**src/rtl/bcd_ud_counter_n.sv**
```systemverilog
// bcd_ud_counter_n: DIGITS-decade BCD up/down counter for game clocks (shot clock,
// game clock digits, period counters). Driven by the tick generator on CEP and read
// by the 7-segment decoders on Q.
//
// Parameters:
//   DIGITS  number of BCD decades (1..6); Q and D are 4*DIGITS wide
//   WRAP    0 = saturate at terminal count, 1 = wrap (0..0 <-> 9..9)
//
// Ports:
//   CP    clock, rising edge
//   CR    asynchronous active-low reset (clears Q, DONE, ERR)
//   CEP   count enable (tick)
//   CET   count enable (run/pause); also gates TC
//   PE    synchronous active-low parallel load, takes priority over counting
//   UD    direction, 1 = up, 0 = down
//   D     load value, digit k at D[4k+3:4k], digit 0 least significant
//   Q     current BCD count
//   TC    combinational terminal count: CET & (UD ? all nines : all zeros)
//   DONE  registered one-cycle pulse when a count step lands on terminal
//   ERR   sticky flag: last load was rejected because a digit of D exceeded 9
module bcd_ud_counter_n #(
  parameter int unsigned DIGITS = 2,
  parameter bit          WRAP   = 1'b0
) (
  input  logic                CP,
  input  logic                CR,
  input  logic                CEP,
  input  logic                CET,
  input  logic                PE,
  input  logic                UD,
  input  logic [4*DIGITS-1:0] D,
  output logic [4*DIGITS-1:0] Q,
  output logic                TC,
  output logic                DONE,
  output logic                ERR
);

  localparam int unsigned W = 4 * DIGITS;

  logic [W-1:0] q_q, q_d;
  logic         done_q, done_d;
  logic         err_q, err_d;

  logic [W-1:0] step_val;
  logic         step_is_term;
  logic         all_zero, all_nine, at_term, d_valid;
  logic         ripple;
  logic [3:0]   dig, nd;

  // Whole-word flags on the current count and on the load value.
  always_comb begin
    all_zero = 1'b1;
    all_nine = 1'b1;
    d_valid  = 1'b1;
    for (int unsigned k = 0; k < DIGITS; k++) begin
      if (q_q[4*k +: 4] != 4'd0) all_zero = 1'b0;
      if (q_q[4*k +: 4] != 4'd9) all_nine = 1'b0;
      if (D[4*k +: 4] > 4'd9)    d_valid  = 1'b0;
    end
  end

  assign at_term = UD ? all_nine : all_zero;

  // One BCD step with a carry/borrow ripple from digit 0 upward. Running off the top
  // decade naturally yields the wrapped value (0..0 -> 9..9 down, 9..9 -> 0..0 up).
  always_comb begin
    step_val     = q_q;
    step_is_term = 1'b1;
    ripple       = 1'b1;
    dig          = 4'd0;
    nd           = 4'd0;
    for (int unsigned k = 0; k < DIGITS; k++) begin
      dig = q_q[4*k +: 4];
      nd  = dig;
      if (ripple) begin
        if (UD) begin
          if (dig >= 4'd9) begin
            nd = 4'd0;
          end else begin
            nd     = dig + 4'd1;
            ripple = 1'b0;
          end
        end else begin
          if (dig == 4'd0) begin
            nd = 4'd9;
          end else begin
            nd     = dig - 4'd1;
            ripple = 1'b0;
          end
        end
      end
      step_val[4*k +: 4] = nd;
      if (nd != (UD ? 4'd9 : 4'd0)) step_is_term = 1'b0;
    end
  end

  always_comb begin
    q_d    = q_q;
    err_d  = err_q;
    done_d = 1'b0;
    if (!PE) begin
      // Reject the whole word if any digit is out of range.
      if (d_valid) begin
        q_d   = D;
        err_d = 1'b0;
      end else begin
        err_d = 1'b1;
      end
    end else if (CEP && CET) begin
      if (!at_term || WRAP) q_d = step_val;
      // Only arriving at terminal pulses; parking there or wrapping away does not.
      done_d = !at_term && step_is_term;
    end
  end

  always_ff @(posedge CP or negedge CR) begin
    if (!CR) begin
      q_q    <= '0;
      done_q <= 1'b0;
      err_q  <= 1'b0;
    end else begin
      q_q    <= q_d;
      done_q <= done_d;
      err_q  <= err_d;
    end
  end

  assign Q    = q_q;
  assign DONE = done_q;
  assign ERR  = err_q;
  assign TC   = CET && at_term;

endmodule
```
**config.mk**
```make
export PLATFORM = sky130hd
export DESIGN_NAME = bcd_ud_counter_n
export DESIGN_NICKNAME = d
export VERILOG_FILES = /design/src/rtl/bcd_ud_counter_n.sv
export SDC_FILE = /design/constraint.sdc
export NUM_CORES = 1
export LEC_CHECK = 0
export CAP_MARGIN = 30
export CORE_ASPECT_RATIO = 1.1
export CORE_MARGIN = 2
export CORE_UTILIZATION = 40
export CTS_BUF_LIST = sky130_fd_sc_hd__clkbuf_8
export DETAILED_ROUTE_END_ITERATION = 10
export GPL_TIMING_DRIVEN = 0
export HOLD_SLACK_MARGIN = 0.15
export PLACE_DENSITY = 0.71
export REMOVE_ABC_BUFFERS = 1
export SLEW_MARGIN = 20
export SYNTH_ARGS = -nofsm -noshare
export SYNTH_HDL_FRONTEND = slang
export SYNTH_SLANG_ARGS = --single-unit
```
**constraint.sdc**
```tcl
create_clock -name CP -period 3.24 [get_ports CP]
set_input_delay 0.486 -clock CP [delete_from_list [all_inputs] [get_ports CP]]
set_output_delay 0.486 -clock CP [all_outputs]
set_load 0.005 [all_outputs]
```
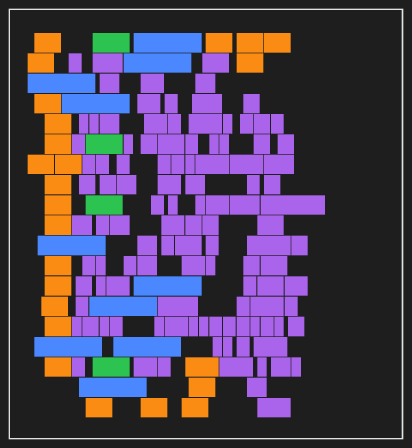
**Above:** placed cells, one color a class.
class	color	cells
clock drivers and dummy loads	green	4
other buffers and delay cells	orange	24
flip-flops	blue	10
all other logic	purple	111
final core utilization: 54.6%
number of core rows: 19
area of the core region: 2470 µm²

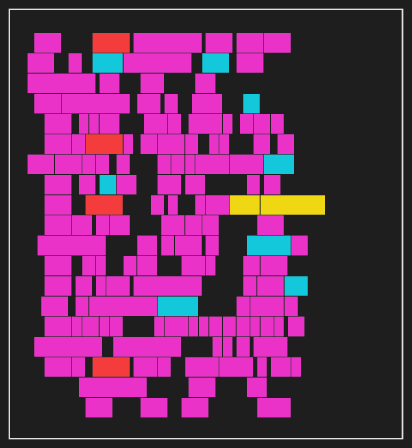
**Above:** cell sizes after repair.
size	color	cells
drive 1 or less	magenta	135
drive 3 to 4	yellow	2
drive 6 and up	red	4
drive 2	cyan	8
number of non-clock buffers: 24
Post-Layout Inst Area: 1350 µm²
synth-to-layout area growth: 29.9%
Setup WS post-layout: 302 ps

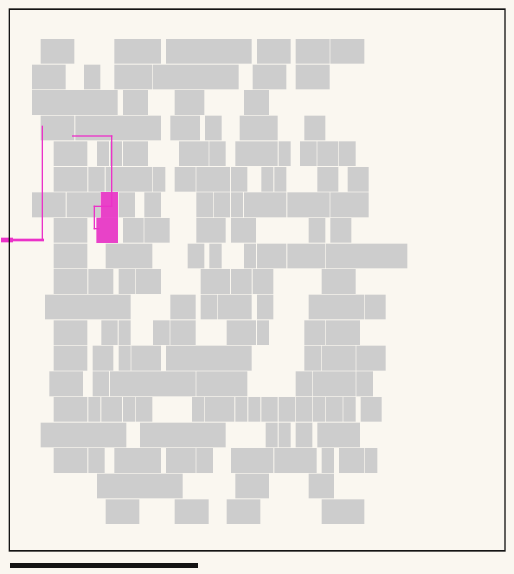
**Above:** port wiring.
Scale bar: 20 µm.
port	color	bits	direction	edge	end cells	buffers	wire
CET	magenta	1	input	west	2	1	31.4 µm
Port Buffers: 24
io pins: 25

==> reports/metrics.json <==
{
  "placedInstanceArea_um2": 1280,
  "cts_hold_repair.buffers": 0,
  "timing.critical_path.arrival_ps": 2450,
  "final.clkbuf_count": 4,
  "synthDistinctLibCells": 48,
  "worstHoldEndpoint": "ERR",
  "drt_first_pass_iters": 4,
  "rsz0062_at_grt": "no",
  "post_cts_resized": 1,
  "cts_buffers": 3,
  "n_fill_cell": 242,
  "logic_family": "AND-OR/OR-AND gates",
  "mux_area_share_pct": 3.13,
  "yosysMostFrequentCell": "o21ai_0",
  "finalWeightedCongestion": 0.820,
  "synth-xor-area-share_pct": 0.843,
  "tap_cells": 31,
  "grt_first_pass_wirelength_um": 4610,
  "fp_util_pct": 42.0,
  "n_sequential_cell": 10,
  "drt-total-wl_um": 2610,
  "clock_tree_area_fraction_pct": 4.08,
  "cts_h_tree_depth": 1,
  "cts.reportedPaths.clkPinSlew_ps": 50,
  "n_all_inverters": 8,
  "number_of_failing_setup_endpoints_in_the_final_timing_report": 0,
  "asyncSetResetFlopFracSynth_pct": 100,
  "timing_worst_setup_path_type": "reg2out",
  "r2r-end": "DONE",
  "flop_area_um2": 250,
  "tightest_slew_ps": 626,
  "timing.hold.ws_ps": 480,
  "edf_count": 0,
  "remaining_drc_errors": 0,
  "leakagePower_nw": 0.535,
  "finish.net_count": 171,
  "fp.dieArea_um2": 3020,
  "grt_overflow": 0,
  "top_area_cell_class": "multi-input combinational cells",
  "setup.worst_path.start": "Q[4]",
  "area_leaders": "dfrtp_1 24%, ha_1 8.4%, o21ai_0 5.3%",
  "fmax_mhz": 340,
  "cts_num_sinks": 10,
  "buf_share_pct": 18.0,
  "openroad.warnings": 30,
  "syn-mean-instance-area_um2": 8.11,
  "clock_skew_ps": 2.95,
  "yosys_synthesis_chip_area_um2": 1040,
  "syn_area_um2": 1040,
  "worst_setup_path_endpoint": "TC",
  "numSynthFlops": 10,
  "final_layout_size_suffix_gt1_share_pct": 9.40,
  "outcome": "completed",
  "grt_pass1_vias": 1095,
  "post-cts-setup-buffers": 0,
  "timing.setup.tns_ps": 0,
  "worst-endpoint-required_ps": 2750,
  "ys_seq_share_pct": 24.1,
  "grt_usage_pct": 20.0,
  "seq-cell-share_pct": 18.6,
  "synth-warning-count": 0,
  "fp.dieW_um": 52.6,
  "totalPowerFinal_uw": 749,
  "crit_path_end_kind": "primary output",
  "clk_path_buf_depth": 2,
  "synth-main-ff-cell": "dfrtp_1",
  "slew_viol_final": 0,
  "drtIter0Drc": 32,
  "synth_largest_type_area_fraction_pct": 24.1,
  "reg2reg_depth": 7,
  "routed_via_density": 5.95,
  "clock_tree_from_tritoncts": "yes",
  "yosys.area_share.aoi_pct": 32.0,
  "worst_min_delay_path_class": "reg2reg",
  "grt_antenna_before_repair": 0,
  "count_of_instantiated_cells_in_the_yosys_netlist": 128,
  "netlist_instances": 128,
  "layout_worst_path_cycle_share_pct": 90.7,
  "yosys.area.top_type": "dfrtp_1",
  "hold_violations": 0,
  "routedWlPerCell_um": 14.5
}
-- metal layers --
metal / wire length [µm] / global-route usage [%]
met1: 1200 / 25.6
met4: 53 / 8.79
met3: 71 / 1.57
met5: 0 / 0
met2: 1280 / 33.9
-- kinds of logic (layout without fill, tap and decap cells) --
| kind of cell | Yosys count | after routing |
|---|---|---|
| compound gates | 48 | 48 |
| fa+ha+maj | 7 | 7 |
| xor+xnor | 1 | 1 |
| buf+inv | 15 | 36 |
| simple gates | 44 | 44 |
| mux | 3 | 3 |
| flops | 10 | 10 |
-- power breakdown --
group / switching, mW / total (mW) / internal, mW
Clock: 0.0513 / 0.158 / 0.107
Combinational: 0.171 / 0.365 / 0.194
Sequential: 0.0735 / 0.225 / 0.152
Total: 0.296 / 0.749 / 0.453
-- cells in the final DEF, fill, tap and decap left out, types with 2 or more instances in the layout --
cell / synthesis / layout
o2bb2ai_1: 2 / 2
clkbuf_8: 0 / 4
nand3_1: 6 / 6
nand2b_1: 4 / 4
nand2_1: 6 / 6
ha_1: 7 / 7
o22ai_1: 2 / 2
nor2_1: 9 / 9
a31oi_1: 3 / 3
clkdlybuf4s50_1: 0 / 23
o21ai_0: 11 / 11
nor4_1: 2 / 2
mux2_2: 2 / 2
or2_2: 2 / 2
nor3b_1: 2 / 2
inv_1: 7 / 7
o21a_1: 2 / 2
a21oi_1: 10 / 10
a211o_1: 2 / 2
nor3_1: 3 / 3
dfrtp_1: 10 / 10
a211oi_1: 3 / 3
-- critical path, cell delays in order, from the launching register on --
cell	delay, ps
dfrtp_1	490
inv_1	170
ha_1	200
nor3b_1	390
a32o_1	300
and2_1	160
clkdlybuf4s50_1	500
-- sequential cells by signal (all words and copies together), names as in the netlist --
signal  cells
ERR         1
DONE        1
Q           8
Power figures rest on the tool's default switching activity, not on a simulated workload.
